==> config.mk <==
export PLATFORM = sky130hd
export DESIGN_NAME = muladd_vec_engine
export DESIGN_NICKNAME = d
export VERILOG_FILES = /design/src/rtl/muladd_vec_engine.sv
export SDC_FILE = /design/constraint.sdc
export NUM_CORES = 1
export LEC_CHECK = 0
export CORE_MARGIN = 2
export CORE_UTILIZATION = 45
export CTS_BUF_LIST = sky130_fd_sc_hd__clkbuf_2 sky130_fd_sc_hd__clkbuf_4 sky130_fd_sc_hd__clkbuf_8
export CTS_CLUSTER_SIZE = 16
export DETAILED_ROUTE_END_ITERATION = 12
export PLACE_DENSITY = 0.77
export RECOVER_POWER = 50
export SLEW_MARGIN = 10
export SYNTH_ARGS = -nofsm -noshare
export SYNTH_HDL_FRONTEND = slang
export SYNTH_SLANG_ARGS = --single-unit
==> constraint.sdc <==
create_clock -name clk_pe -period 8.9 [get_ports clk_pe]
set_clock_uncertainty 0.1 [all_clocks]
set_input_delay 1.78 -clock clk_pe [delete_from_list [all_inputs] [get_ports clk_pe]]
set_output_delay 1.78 -clock clk_pe [all_outputs]
set_load 0.03 [all_outputs]
==> src/rtl/muladd_vec_engine.sv <==
// ============================================================================
// Module   : muladd_vec_engine
// Purpose  : Streaming multiply-accumulate dot-product engine with a
//            one-entry saturating/wrapping result buffer.
// Revision : 1.0
// ============================================================================
`default_nettype none

module muladd_vec_engine #(
  parameter int OP_W    = 16,
  parameter int VEC_LEN = 8,
  parameter int ACC_W   = 40,
  parameter int OUT_W   = 32,
  parameter int SAT_EN  = 1,
  localparam int LEN_W  = $clog2(VEC_LEN + 1)
) (
  input  logic              clk_pe,
  input  logic              rst,
  input  logic              load_en_i,
  input  logic [2*OP_W-1:0] load_payload_i,
  input  logic              load_last_i,
  input  logic              mode_signed_i,
  output logic              load_ready_o,
  output logic              result_valid_o,
  input  logic              result_ready_i,
  output logic [OUT_W-1:0]  result_payload_o,
  output logic              result_sat_o,
  output logic [LEN_W-1:0]  result_len_o
);

  typedef enum logic [0:0] {
    S_IDLE  = 1'b0,
    S_ACCUM = 1'b1
  } state_t;

  state_t                   r_state;
  logic [LEN_W-1:0]         r_cnt;
  logic signed [ACC_W-1:0]  r_acc;
  logic                     r_mode;
  logic                     r_valid;
  logic [OUT_W-1:0]         r_payload;
  logic                     r_sat;
  logic [LEN_W-1:0]         r_len;

  logic [OP_W-1:0]          w_a;
  logic [OP_W-1:0]          w_b;
  logic                     w_mode;
  logic signed [ACC_W-1:0]  w_a_ext;
  logic signed [ACC_W-1:0]  w_b_ext;
  logic signed [ACC_W-1:0]  w_prod;
  logic signed [ACC_W-1:0]  w_sum;
  logic [LEN_W-1:0]         w_cnt_nxt;
  logic                     w_final;
  logic                     w_ready;
  logic                     w_beat;
  logic                     w_ovf;
  logic [OUT_W-1:0]         w_clip;
  logic [OUT_W-1:0]         w_conv;

  assign w_a       = load_payload_i[OP_W-1:0];
  assign w_b       = load_payload_i[2*OP_W-1:OP_W];
  // The first beat of a vector uses the live mode; later beats use the latched one.
  assign w_mode    = (r_state == S_IDLE) ? mode_signed_i : r_mode;
  assign w_a_ext   = {{(ACC_W-OP_W){w_mode & w_a[OP_W-1]}}, w_a};
  assign w_b_ext   = {{(ACC_W-OP_W){w_mode & w_b[OP_W-1]}}, w_b};
  assign w_prod    = w_a_ext * w_b_ext;
  assign w_sum     = r_acc + w_prod;
  assign w_cnt_nxt = r_cnt + LEN_W'(1);
  assign w_final   = load_last_i || (r_cnt == LEN_W'(VEC_LEN - 1));
  assign w_ready   = !r_valid || result_ready_i;
  assign w_beat    = load_en_i && w_ready;

  generate
    if (OUT_W < ACC_W) begin : g_narrow
      logic [ACC_W-OUT_W:0] w_top;
      assign w_top = w_sum[ACC_W-1:OUT_W-1];
      // Signed fits when the discarded bits replicate the new sign bit.
      assign w_ovf = w_mode ? !((&w_top) || !(|w_top)) : (|w_top[ACC_W-OUT_W:1]);
    end else begin : g_full
      assign w_ovf = 1'b0;
    end
  endgenerate

  assign w_clip = !w_mode ? {OUT_W{1'b1}} :
                  (w_sum[ACC_W-1] ? {1'b1, {(OUT_W-1){1'b0}}} : {1'b0, {(OUT_W-1){1'b1}}});
  assign w_conv = ((SAT_EN != 0) && w_ovf) ? w_clip : w_sum[OUT_W-1:0];

  always_ff @(posedge clk_pe) begin
    if (rst) begin
      r_state   <= S_IDLE;
      r_cnt     <= '0;
      r_acc     <= '0;
      r_mode    <= 1'b0;
      r_valid   <= 1'b0;
      r_payload <= '0;
      r_sat     <= 1'b0;
      r_len     <= '0;
    end else begin
      if (r_valid && result_ready_i) begin
        r_valid <= 1'b0;
      end
      if (w_beat) begin
        if (r_state == S_IDLE) begin
          r_mode <= mode_signed_i;
        end
        if (w_final) begin
          r_state   <= S_IDLE;
          r_cnt     <= '0;
          r_acc     <= '0;
          r_valid   <= 1'b1;
          r_payload <= w_conv;
          r_sat     <= w_ovf;
          r_len     <= w_cnt_nxt;
        end else begin
          r_state <= S_ACCUM;
          r_cnt   <= w_cnt_nxt;
          r_acc   <= w_sum;
        end
      end
    end
  end

  assign load_ready_o     = w_ready;
  assign result_valid_o   = r_valid;
  assign result_payload_o = r_payload;
  assign result_sat_o     = r_sat;
  assign result_len_o     = r_len;

endmodule

`default_nettype wire
==> summary.txt, run 1 <==
Item: results of the latest flow run.

- Averaged over all synthesized cells, the footprint is 9.08 µm².
- Once synthesis finished, the tally of register bits stood at 84.
- The number of pins exceeding their max-slew limit in the final report is 83.
- The largest single stage delay on the critical path is 550 ps.
- The total routed wire length on the met1 layer is 17300 µm.
- The checks that failed: capacitance limit, slew limit.
- The number of maximum-capacitance constraint violations is 2.
- Detailed routing inserted a total of 13400 vias.
- The synthesis report names the predominant flop master as dfxtp_1.
- In the synthesized netlist the async set-or-reset flop fraction comes to 0%.
- Entering global routing, the biggest net connects 81 pins.
- The synthesized netlist net count is 2407.
- The clock buffer and inverter area fraction after layout is 1.14%.
- The area share of buffers outside the clock network is 12.7%.
- The cell count after placement is 2574.
- The number of cell instances after yosys synthesis is 1878.
- The flow ran to the end, but the final reports show violations.
- The sum of met2 wire segment lengths after detailed routing is 22700 µm.
- Static timing analysis puts the maximum clock frequency at 0.115 GHz.
run 1: cell usage after synthesis (5+ instances only):
| cell type | n | area [µm²] |
|---|---|---|
| inv_1 | 444 | 1670 |
| nand2b_1 | 8 | 50.1 |
| o21ai_0 | 33 | 165 |
| nand2_1 | 183 | 687 |
| xor2_1 | 18 | 158 |
| nor3_2 | 14 | 140 |
| a21oi_2 | 8 | 70.1 |
| nand4_1 | 7 | 43.8 |
| nand3_1 | 29 | 145 |
| o21a_1 | 5 | 37.5 |
| and3_1 | 8 | 50.1 |
| a31oi_1 | 8 | 50.1 |
| and2_1 | 135 | 845 |
| xnor2_1 | 25 | 219 |
| nor2_1 | 109 | 409 |
| buf_2 | 8 | 40.0 |
| a21oi_1 | 63 | 315 |
| nor3_1 | 9 | 45.0 |
| fa_1 | 375 | 7510 |
| dfxtp_1 | 84 | 1680 |
| o21ai_1 | 5 | 25.0 |
| a22oi_1 | 35 | 263 |
| ha_1 | 116 | 1450 |
| a21o_1 | 14 | 105 |
| clkbuf_1 | 68 | 255 |
| a211oi_1 | 7 | 52.6 |
run 1: critical path: cells and delay by family:
kind / cells / cell delay, ps
buf+inv: 11 / 1740
fa+ha+maj: 7 / 3350
compound gates: 6 / 1500
simple gates: 5 / 510
run 1: flip-flops by register name, summed over array words and instances, names as in the netlist:
register          flops
result_sat_o          1
result_len_o          4
r_cnt                 4
r_mode                1
result_payload_o     32
r_acc                40
result_valid_o        1
r_state               1
run 1: kinds of logic after synthesis:
| family | share of synthesized area (%) |
|---|---|
| adders and majority gates | 52.5 |
| muxes | 0.301 |
| xor gates and xnor gates | 2.21 |
| and+or+nand+nor | 14.8 |
| DFF | 9.86 |
| buffers and inverters | 11.8 |
| AOI/OAI and AO/OA | 8.52 |
Figure 1. Power grid (run 1).
The bar under the picture is 50 µm long. Pins as bars on the die edge. Tap cells in gray.
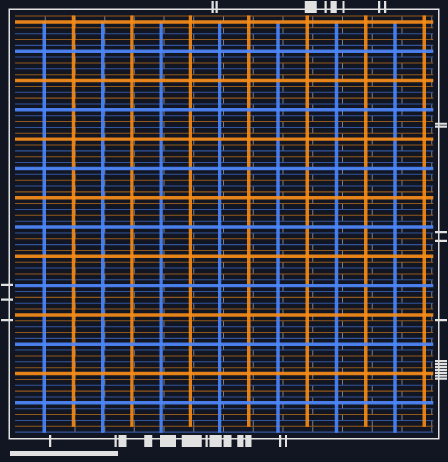
VDD: in orange. VSS: in blue.
77 signal pins sit on the boundary. 72 met1 rails follow the rows. 14 straps on met5. 511 tap cells.
Die H: 199 µm
horizontal die dimension: 199 µm
Std-Cell Core Area: 37500 µm²

Figure 2. Cell classes on the final placement (run 1).
The bar under the picture is 50 µm long.
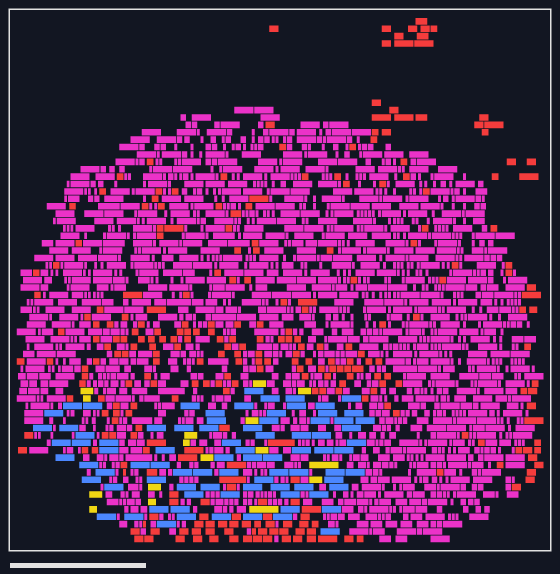
remaining buffers and delay cells: in red, cells 281. remaining logic cells: in magenta, cells 1713. clock drivers and dummy loads: in yellow, cells 16. registers: in blue, cells 84.

Figure 3. Routed clock nets over the placement (run 1).
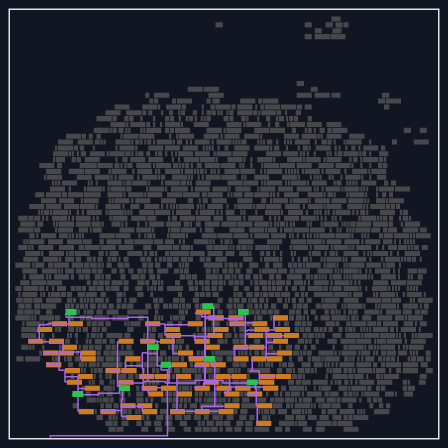
flip-flops: in orange, count 84. clock wires: in purple, length 998 µm. clock-net drivers: in green, count 9.
There are 10 routed clock nets.
insertion delay of the later-clocked pin in the worst-skew pair: 380 ps

==> run 1 -> run 2 <==
--- a/config.mk
+++ b/config.mk
@@ -5,12 +5,13 @@
 export SDC_FILE = /design/constraint.sdc
 export NUM_CORES = 1
 export LEC_CHECK = 0
+export CELL_PAD_IN_SITES_DETAIL_PLACEMENT = 0
+export CELL_PAD_IN_SITES_GLOBAL_PLACEMENT = 2
 export CORE_MARGIN = 2
-export CORE_UTILIZATION = 45
-export CTS_BUF_LIST = sky130_fd_sc_hd__clkbuf_2 sky130_fd_sc_hd__clkbuf_4 sky130_fd_sc_hd__clkbuf_8
+export CORE_UTILIZATION = 37
 export CTS_CLUSTER_SIZE = 16
 export DETAILED_ROUTE_END_ITERATION = 12
-export PLACE_DENSITY = 0.77
+export PLACE_DENSITY = 0.92
 export RECOVER_POWER = 50
 export SLEW_MARGIN = 10
 export SYNTH_ARGS = -nofsm -noshare
Figure 4. Cell classes on the final placement (run 2).
The bar under the picture is 50 µm long.
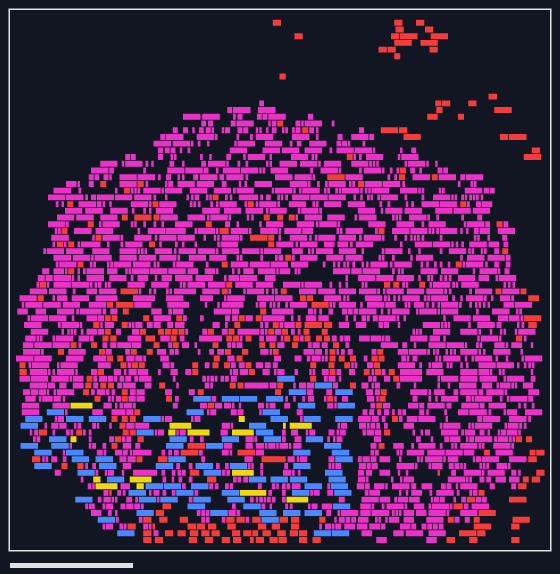
sequential share of cell area: 8.06%
# rows: 78
Finished Cell Area: 20900 µm²
fin util: 45.9%
Std-Cell Core Area: 45500 µm²

Figure 5. Power grid (run 2).
The bar under the picture is 50 µm long. Pins as bars on the die edge. Tap cells in gray.
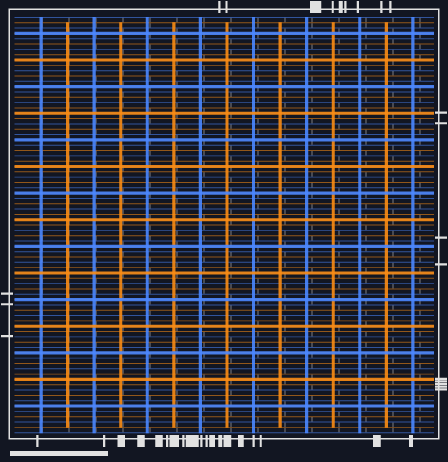
VDD: in orange. VSS: in blue.
15 straps on met5. 79 met1 rails follow the rows. The core has 78 rows.
horizontal die dimension: 219 µm
Die H: 219 µm

Figure 6. Metal layers overlaid (run 2).
The bar under the picture is 50 µm long. Only two layers are drawn.
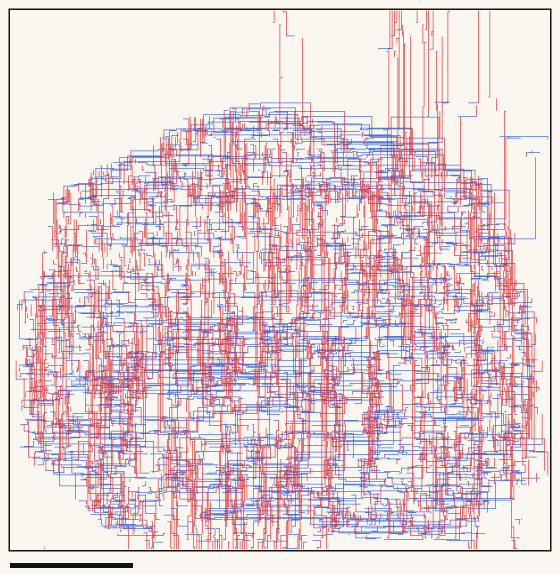
M2: in red, wire length 22.2 mm. M1: in blue, wire length 18900 µm.

==> summary.txt, run 2 <==
Item: results of the latest flow run.

- After synthesis, the cell types taking the most area are fa_1, dfxtp_1, inv_1.
- The total of flip-flops plus latches after synthesis is 84.
- Detailed routing inserted a total of 13000 vias.
- The commonest register cell is dfxtp_1.
- The largest total area in the synthesized netlist belongs to fa_1.
- The fraction of registers with async set/reset is 0%.
- In the post-synthesis netlist, the cell with the most instances is inv_1.
- The cell count after placement is 2685.
- The warning tally printed by Yosys for this design is 0.
- The largest register by flop count is r_acc.
- The highest cell delay on the worst timing path is 560 ps.
- The insertion delay of the later-clocked pin in the worst-skew pair is 340 ps.
- The number of cell instances after yosys synthesis is 1878.
- In this run the biggest area consumer among cell types represents 44.0% of the synthesized area.
- The mean instance size in the synthesized netlist is 9.08 µm².
- The highest clock rate this design can be run at is 0.116 GHz.
- When the netlist entered floorplanning its net count stood at 2407.
- The number of maximum-capacitance constraint violations is 2.
- Sorting the synthesized cells by how often they occur yields inv_1, fa_1, nand2_1, and2_1, ha_1.
- The wire length of the first global-routing pass is 72900 µm.
- For the finished layout, the period the worst path requires is 8650 ps.
- The number of flip-flops under the largest register name is 40.
- Entering global routing, the biggest net connects 81 pins.
- The checks that failed: capacitance limit, slew limit.
- The flow ran to the end, but the final reports show violations.
- The number of pins exceeding their max-slew limit in the final report is 83.
run 2: cell counts after synthesis:
Identical to the previous run, type by type.
run 2: cell type report:
cell class / count / area (µm²) / share of cell area, %
clock buffer: 10 / 229 / 1.10
multi-input combinational: 1269 / 13700 / 65.6
clock inverter: 6 / 71.3 / 0.342
inverter: 444 / 1670 / 8.00
sequential: 84 / 1680 / 8.06
timing repair buffer: 299 / 2780 / 13.3
tap: 600 / 751 / 3.60
run 2: how the worst max path moves through the flow:
stage	to	cells after the start	slack [ps]	from
3_3_place_gp	result_payload_o[9]	29	-490	mode_signed_i
5_1_grt	result_payload_o[26]	28	-30	load_payload_i[3]
3_5_place_dp	result_payload_o[27]	30	-710	mode_signed_i
2_1_floorplan	result_payload_o[11]	26	10	mode_signed_i
6_report	result_payload_o[23]	29	250	load_payload_i[18]
4_1_cts	result_payload_o[23]	29	60	load_payload_i[15]
run 2: critical path, delay by kind of cell:
kind            cells  cell delay, ps
simple gates        7             860
fa+ha+maj           7            3400
buf+inv            10            1390
compound gates      5            1350
run 2: cells by family after synthesis:
kind of cell	synth area share, %
and+or+nand+nor	14.8
adders and majority gates	52.5
buffers and inverters	11.8
DFF	9.86
muxes	0.301
AOI/OAI and AO/OA	8.52
xor gates and xnor gates	2.21
run 2: what timing repair did:
action | 4_1_cts | 5_1_grt
hold endpoints to repair | 0 | 0
setup endpoints to repair | 33 | 33
gates cloned | 1 | 0
gates resized | 36 | 41
setup buffers | 5 | 6
pin swaps | 18 | 19
run 2: routing by layer:
layer | vias to the layer above | part of all wire (%) | GRT usage (%) | wire length [µm]
met5 | - | 0 | 0 | 0
met4 | 0 | 1.7 | 3.36 | 736
li1 | 6131 | - | - | -
met3 | 45 | 2.5 | 1.32 | 1060
met1 | 6622 | 44 | 25.8 | 18900
met2 | 185 | 52 | 34.0 | 22200
